**src/rtl/shift_add_ctrl.sv**
```systemverilog
// shift_add_ctrl: control FSM for the WIDTH-bit shift-add multiplier datapath.
// Drives ld_regs / add_en / shift_en, reads back the multiplier LSB (q0) and
// reports busy and a one-cycle done pulse while product_out is valid.
// Optional build macro SHIFT_ADD_CTRL_FAST_EN: replaces the TEST state with
// EVAL, which decodes add/shift strobes from q0 in the same cycle (Mealy).
// The default build is pure Moore, with no combinational path from q0 to any output.
module shift_add_ctrl #(
  parameter  int WIDTH = 4,
  localparam int CNT_W = $clog2(WIDTH + 1)
) (
  input  logic clk,
  input  logic rst_n,
  input  logic start,
  input  logic q0,
  output logic ld_regs,
  output logic add_en,
  output logic shift_en,
  output logic busy,
  output logic done
);

  localparam logic [2:0] S_IDLE  = 3'd0;
  localparam logic [2:0] S_LOAD  = 3'd1;
`ifdef SHIFT_ADD_CTRL_FAST_EN
  localparam logic [2:0] S_EVAL  = 3'd2;
`else
  localparam logic [2:0] S_TEST  = 3'd2;
  localparam logic [2:0] S_ADD   = 3'd3;
`endif
  localparam logic [2:0] S_SHIFT = 3'd4;
  localparam logic [2:0] S_DONE  = 3'd5;

  localparam logic [CNT_W-1:0] LAST_CNT = CNT_W'(WIDTH - 1);

  logic [2:0]       state, state_nxt;
  logic [CNT_W-1:0] cnt;
  logic             last;

  // Counter value of the final iteration; the shift issued here is the last one.
  assign last = (cnt == LAST_CNT);

  // State register; reset forces IDLE from anywhere, including mid-multiply.
  always_ff @(posedge clk or negedge rst_n) begin
    if (!rst_n) state <= S_IDLE;
    else        state <= state_nxt;
  end

  // Iteration counter: cleared on LOAD, advanced on every shift, held on the
  // last shift so it never exceeds WIDTH-1.
  always_ff @(posedge clk or negedge rst_n) begin
    if (!rst_n) begin
      cnt <= '0;
    end else if (state == S_LOAD) begin
      cnt <= '0;
    end else if (state == S_SHIFT && !last) begin
      cnt <= cnt + CNT_W'(1);
`ifdef SHIFT_ADD_CTRL_FAST_EN
    end else if (state == S_EVAL && !q0 && !last) begin
      // A 0 multiplier bit shifts straight out of EVAL.
      cnt <= cnt + CNT_W'(1);
`endif
    end
  end

  // Next-state decode.
  always_comb begin
    state_nxt = state;
    case (state)
      S_IDLE:  if (start) state_nxt = S_LOAD;
`ifdef SHIFT_ADD_CTRL_FAST_EN
      S_LOAD:  state_nxt = S_EVAL;
      S_EVAL:  begin
        if (q0)        state_nxt = S_SHIFT;
        else if (last) state_nxt = S_DONE;
        else           state_nxt = S_EVAL;
      end
      S_SHIFT: state_nxt = last ? S_DONE : S_EVAL;
`else
      S_LOAD:  state_nxt = S_TEST;
      S_TEST:  state_nxt = q0 ? S_ADD : S_SHIFT;
      S_ADD:   state_nxt = S_SHIFT;
      S_SHIFT: state_nxt = last ? S_DONE : S_TEST;
`endif
      // start seen during DONE is dropped; only IDLE accepts a request.
      S_DONE:  state_nxt = S_IDLE;
      default: state_nxt = S_IDLE;
    endcase
  end

  // Output decode. add_en and shift_en come from disjoint states (or disjoint
  // q0 values in EVAL), so the datapath never sees an add lost under a shift.
  always_comb begin
    ld_regs  = 1'b0;
    add_en   = 1'b0;
    shift_en = 1'b0;
    done     = 1'b0;
    busy     = (state != S_IDLE);
    case (state)
      S_LOAD:  ld_regs  = 1'b1;
`ifdef SHIFT_ADD_CTRL_FAST_EN
      S_EVAL:  begin
        add_en   = q0;
        shift_en = ~q0;
      end
`else
      S_ADD:   add_en   = 1'b1;
`endif
      S_SHIFT: shift_en = 1'b1;
      S_DONE:  done     = 1'b1;
      default: ;
    endcase
  end

endmodule

```
**config.mk**
```make
export PLATFORM = sky130hd
export DESIGN_NAME = shift_add_ctrl
export DESIGN_NICKNAME = d
export VERILOG_FILES = /design/src/rtl/shift_add_ctrl.sv
export SDC_FILE = /design/constraint.sdc
export NUM_CORES = 1
export LEC_CHECK = 0
export ABC_AREA = 1
export CORE_AREA = 2 2 39 41
export DETAILED_ROUTE_END_ITERATION = 10
export DIE_AREA = 0 0 41 43
export MAX_ROUTING_LAYER = met4
export PLACE_DENSITY_LB_ADDON = 0.3
export SYNTH_ARGS = -nofsm -noshare
export SYNTH_HDL_FRONTEND = slang
export SYNTH_SLANG_ARGS = --single-unit
export TNS_END_PERCENT = 30
```
**constraint.sdc**
```tcl
create_clock -name clk -period 2.3 [get_ports clk]
set_input_delay 0.345 -clock clk [delete_from_list [all_inputs] [get_ports clk]]
set_output_delay 0.345 -clock clk [all_outputs]
set_load 0.01 [all_outputs]
```
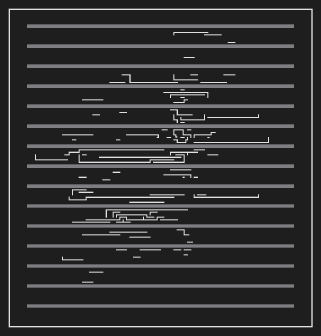
Figure 1: run 1, signal wires on met1.
Supply wires on this layer in gray.
wire length on this layer: 279 µm
share of all routed wire: 46%

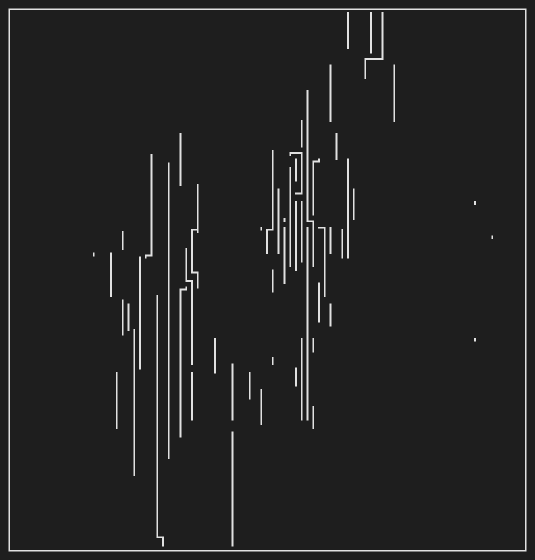
Figure 2: run 1, met2 routing.
longest straight run: 23.5 µm
nets with wire on the layer: 47
main direction: vertical

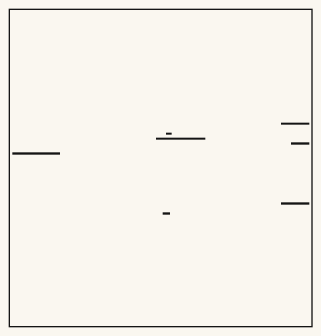
Figure 3: run 1, the metal 3 layer.
share of all routed wire: 3.8%
wire length on this layer: 22.9 µm
main direction: horizontal
longest straight run: 6.40 µm

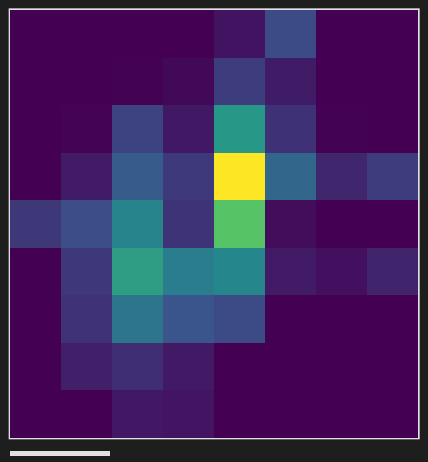
Figure 4: run 1, wiring heat map.
Bar = 10 µm. 8 x 9 tiles, from dark purple (low) to yellow (high), scaled to the fullest tile. Values are wire area over tile area, all layers added.
mean over tiles: 0.054
fullest tile: 0.45
tiles over half the peak: 5.6%
densest ninth of the die: center
nearly empty tiles: 47%
vias after detailed routing: 283
global-route usage over all layers: 0.08402

==> out/results.tsv, run 1 <==
stage	metric	value	unit
floorplan	initial_utilization	0.2369	
outcome	outcome	complete, no violations	
final_layout	n_fill_cell	154	
synthesis	synth_warnings	0	
detailed_routing	route.detailed.drc	0	
placement	portBuffers	8	
clock_network	cts_buffers	3	
worst_setup_path	r2r-end	cnt[2]$_DFFE_PN0P_	
worst_setup_path	arrival	1.55	ns
floorplan	die_w	41	µm
floorplan	row_count	14	
detailed_routing	wl_met3	22	µm
global_routing	grt_max_degree	7	
synthesis	postSynthSeqShare	0.4580	
synthesis	async_flop_share	1.000	
detailed_routing	drt_pass1_iterations	4	
synthesis	synth.most_common_cell	inv_1	
sta	max_freq	528.2	MHz
sta	period_used_share	0.8231	
floorplan	core_area	1384	µm²
power	power_leakage	0.2285	nW
worst_setup_path	cp_data_required_time	1.96	ns
==> run 1: through the flow <==
stage | area [µm²] | cells | worst slack [ns] | hold WS, ns
2_1_floorplan | 327.8 | 41 | 1.076 | 0.04941
3_3_place_gp | 427.9 | 65 | 0.6758 | 0.4915
3_5_place_dp | 427.9 | 65 | 0.6653 | 0.4959
4_1_cts | 450.4 | 68 | 0.3942 | 0.3396
5_1_grt | 450.4 | 68 | 0.3109 | 0.3554
6_report | 450.4 | 68 | 0.4068 | 0.3410
==> run 1: routing by layer <==
metal,vias to the layer above,track usage
li1,150,-
met1,123,0.1089
met2,8,0.1031
met3,2,0
met4,0,0.1000
met5,-,-
==> run 1: kinds of logic (layout without fill, tap and decap cells) <==
kind of cell             after synthesis  in the layout  synth area share
adder cells (fa/ha/maj)                2              2           0.07632
AND-OR/OR-AND                          3              3           0.04579
flip-flops                             6              6            0.4580
AND/OR/NAND/NOR                       20             20            0.3053
buffers and inverters                 10             21            0.1145
==> run 1: sequential cells by signal, summed over array words and instances, names as in the netlist <==
register  flops
state         3
cnt           3
==> run 1: worst max-delay path, stage by stage, from the launching register on <==
cell	delay (ns)
dfrtp_1	0.41
inv_1	0.11
nand3_1	0.17
inv_1	0.09
clkdlybuf4s50_1	0.53
==> run 1: final cells by class <==
type / count / area (µm²) / share of cell area
timing repair buffer: 8 / 80.08 / 0.1778
sequential: 6 / 150.1 / 0.3333
clock buffer: 3 / 22.52 / 0.05000
inverter: 10 / 37.54 / 0.08333
multi-input combinational: 25 / 140.1 / 0.3111
tap: 16 / 20.02 / 0.04444
==> run 1: report_power, final <==
part / leakage [nW] / internal [mW] / switching (mW)
Combinational: 0.136 / 0.122 / 0.134
Sequential: 0.0789 / 0.146 / 0.0415
Clock: 0.0138 / 0.0587 / 0.0330
--- run 2 (diff from run 1) ---
- clock period: 2.3 -> 1.77 ns (I/O delays scaled with it)
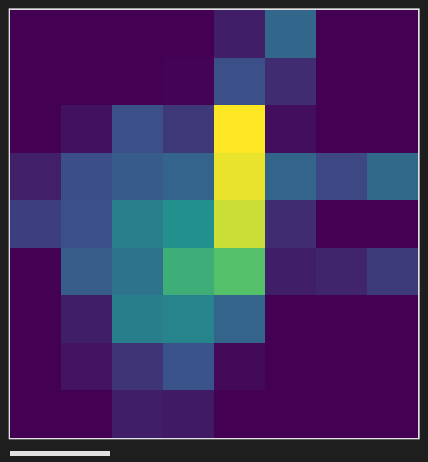
Figure 5: run 2, wiring heat map.
Bar = 10 µm. 8 x 9 tiles, from dark purple (low) to yellow (high), scaled to the fullest tile. Values are wire area over tile area, all layers added.
fullest tile: 0.33
nearly empty tiles: 44%
mean over tiles: 0.055
densest ninth of the die: center
global-route usage over all layers: 0.08930
vias after detailed routing: 284

==> out/results.tsv, run 2 <==
stage	metric	value	unit	change
outcome	outcome	complete, no violations		
worst_setup_path	critPathMaxStageDelay	0.48	ns	-0.05 ns
worst_setup_path	crit_chain	nor2_4 > nand2_2 > clkdlybuf4s50_1		
final_layout	register_area	151.4	µm²	+0.83%
detailed_routing	wl_met3	21	µm	-4.5%
synthesis	mux_area_frac	0		unchanged
final_layout	design_area	462.9	µm²	+2.8%
synthesis	top_logic_kind	simple AND/OR/NAND/NOR gates		
worst_setup_path	arrival	1.36	ns	-0.19 ns
final_layout	reg_top3	cnt (3), state (3)		
power	p_sw_frac	0.4002		+0.01014
detailed_routing	route.detailed.drc	0		unchanged
sta	fin_hold_ws	0.2644	ns	-0.07660 ns
power	power_frac_seq	0.356		+0.005
placement	dp.cells	65		unchanged
power	power_leakage	0.2831	nW	+24%
worst_setup_path	worst-path-buf-inv	1		-2
power	comb_power_share	0.476		-0.002
final_layout	area.combinational	145.1	µm²	+3.6%
placement	portBuffers	8		unchanged
synthesis	xor_share	0		unchanged
placement	post_dp_cell_area	427.9	µm²	unchanged
synthesis	aoi_share	0.04580		unchanged
## run 2: per-layer routing
| metal | up-vias | global-route usage |
|---|---|---|
| met4 | 0 | 0.1000 |
| met3 | 0 | 0 |
| li1 | 151 | - |
| met5 | - | - |
| met2 | 4 | 0.1094 |
| met1 | 129 | 0.1192 |
## run 2: final timing paths
path | end | cells after the start | start
max | busy | 3 | state[1]$_DFFE_PN0P_
min | cnt[1]$_DFFE_PN0P_ | 1 | rst_n
max reg2reg | cnt[2]$_DFFE_PN0P_ | 6 | cnt[0]$_DFFE_PN0P_
min reg2reg | cnt[2]$_DFFE_PN0P_ | 2 | cnt[2]$_DFFE_PN0P_
max in group asynchronous | state[0]$_DFFE_PN0P_ | 1 | rst_n
min in group clk | cnt[2]$_DFFE_PN0P_ | 2 | cnt[2]$_DFFE_PN0P_
## run 2: cell type report
cell class | count | share of cell area
sequential | 6 | 0.3270
multi-input combinational | 25 | 0.3135
timing repair buffer | 8 | 0.1865
inverter | 10 | 0.08108
clock buffer | 3 | 0.04865
tap | 16 | 0.04324
## run 2: through the flow
stage	util	setup WS [ns]
6_report	0.3345	0.1491
5_1_grt	0.3345	0.09642
4_1_cts	0.3282	0.01760
3_5_place_dp	0.3092	0.2099
3_3_place_gp	0.3092	0.2253
2_1_floorplan	-	0.5456
## run 2: what timing repair did
action | in CTS | in global routing
resized | 3 | 4
endpoints found under the setup margin | 2 | 3
hold buffers | 0 | 0
## run 2: power by group through the flow
stage / Sequential (mW) / Combinational (mW) / Clock [mW]
3_5_place_dp: 0.245 / 0.336 / 0
6_report: 0.249 / 0.333 / 0.117
4_1_cts: 0.247 / 0.341 / 0.125
5_1_grt: 0.257 / 0.376 / 0.130
2_1_floorplan: 0.235 / 0.208 / 0
3_3_place_gp: 0.245 / 0.336 / 0
Power is estimated from default activity; no workload was simulated.
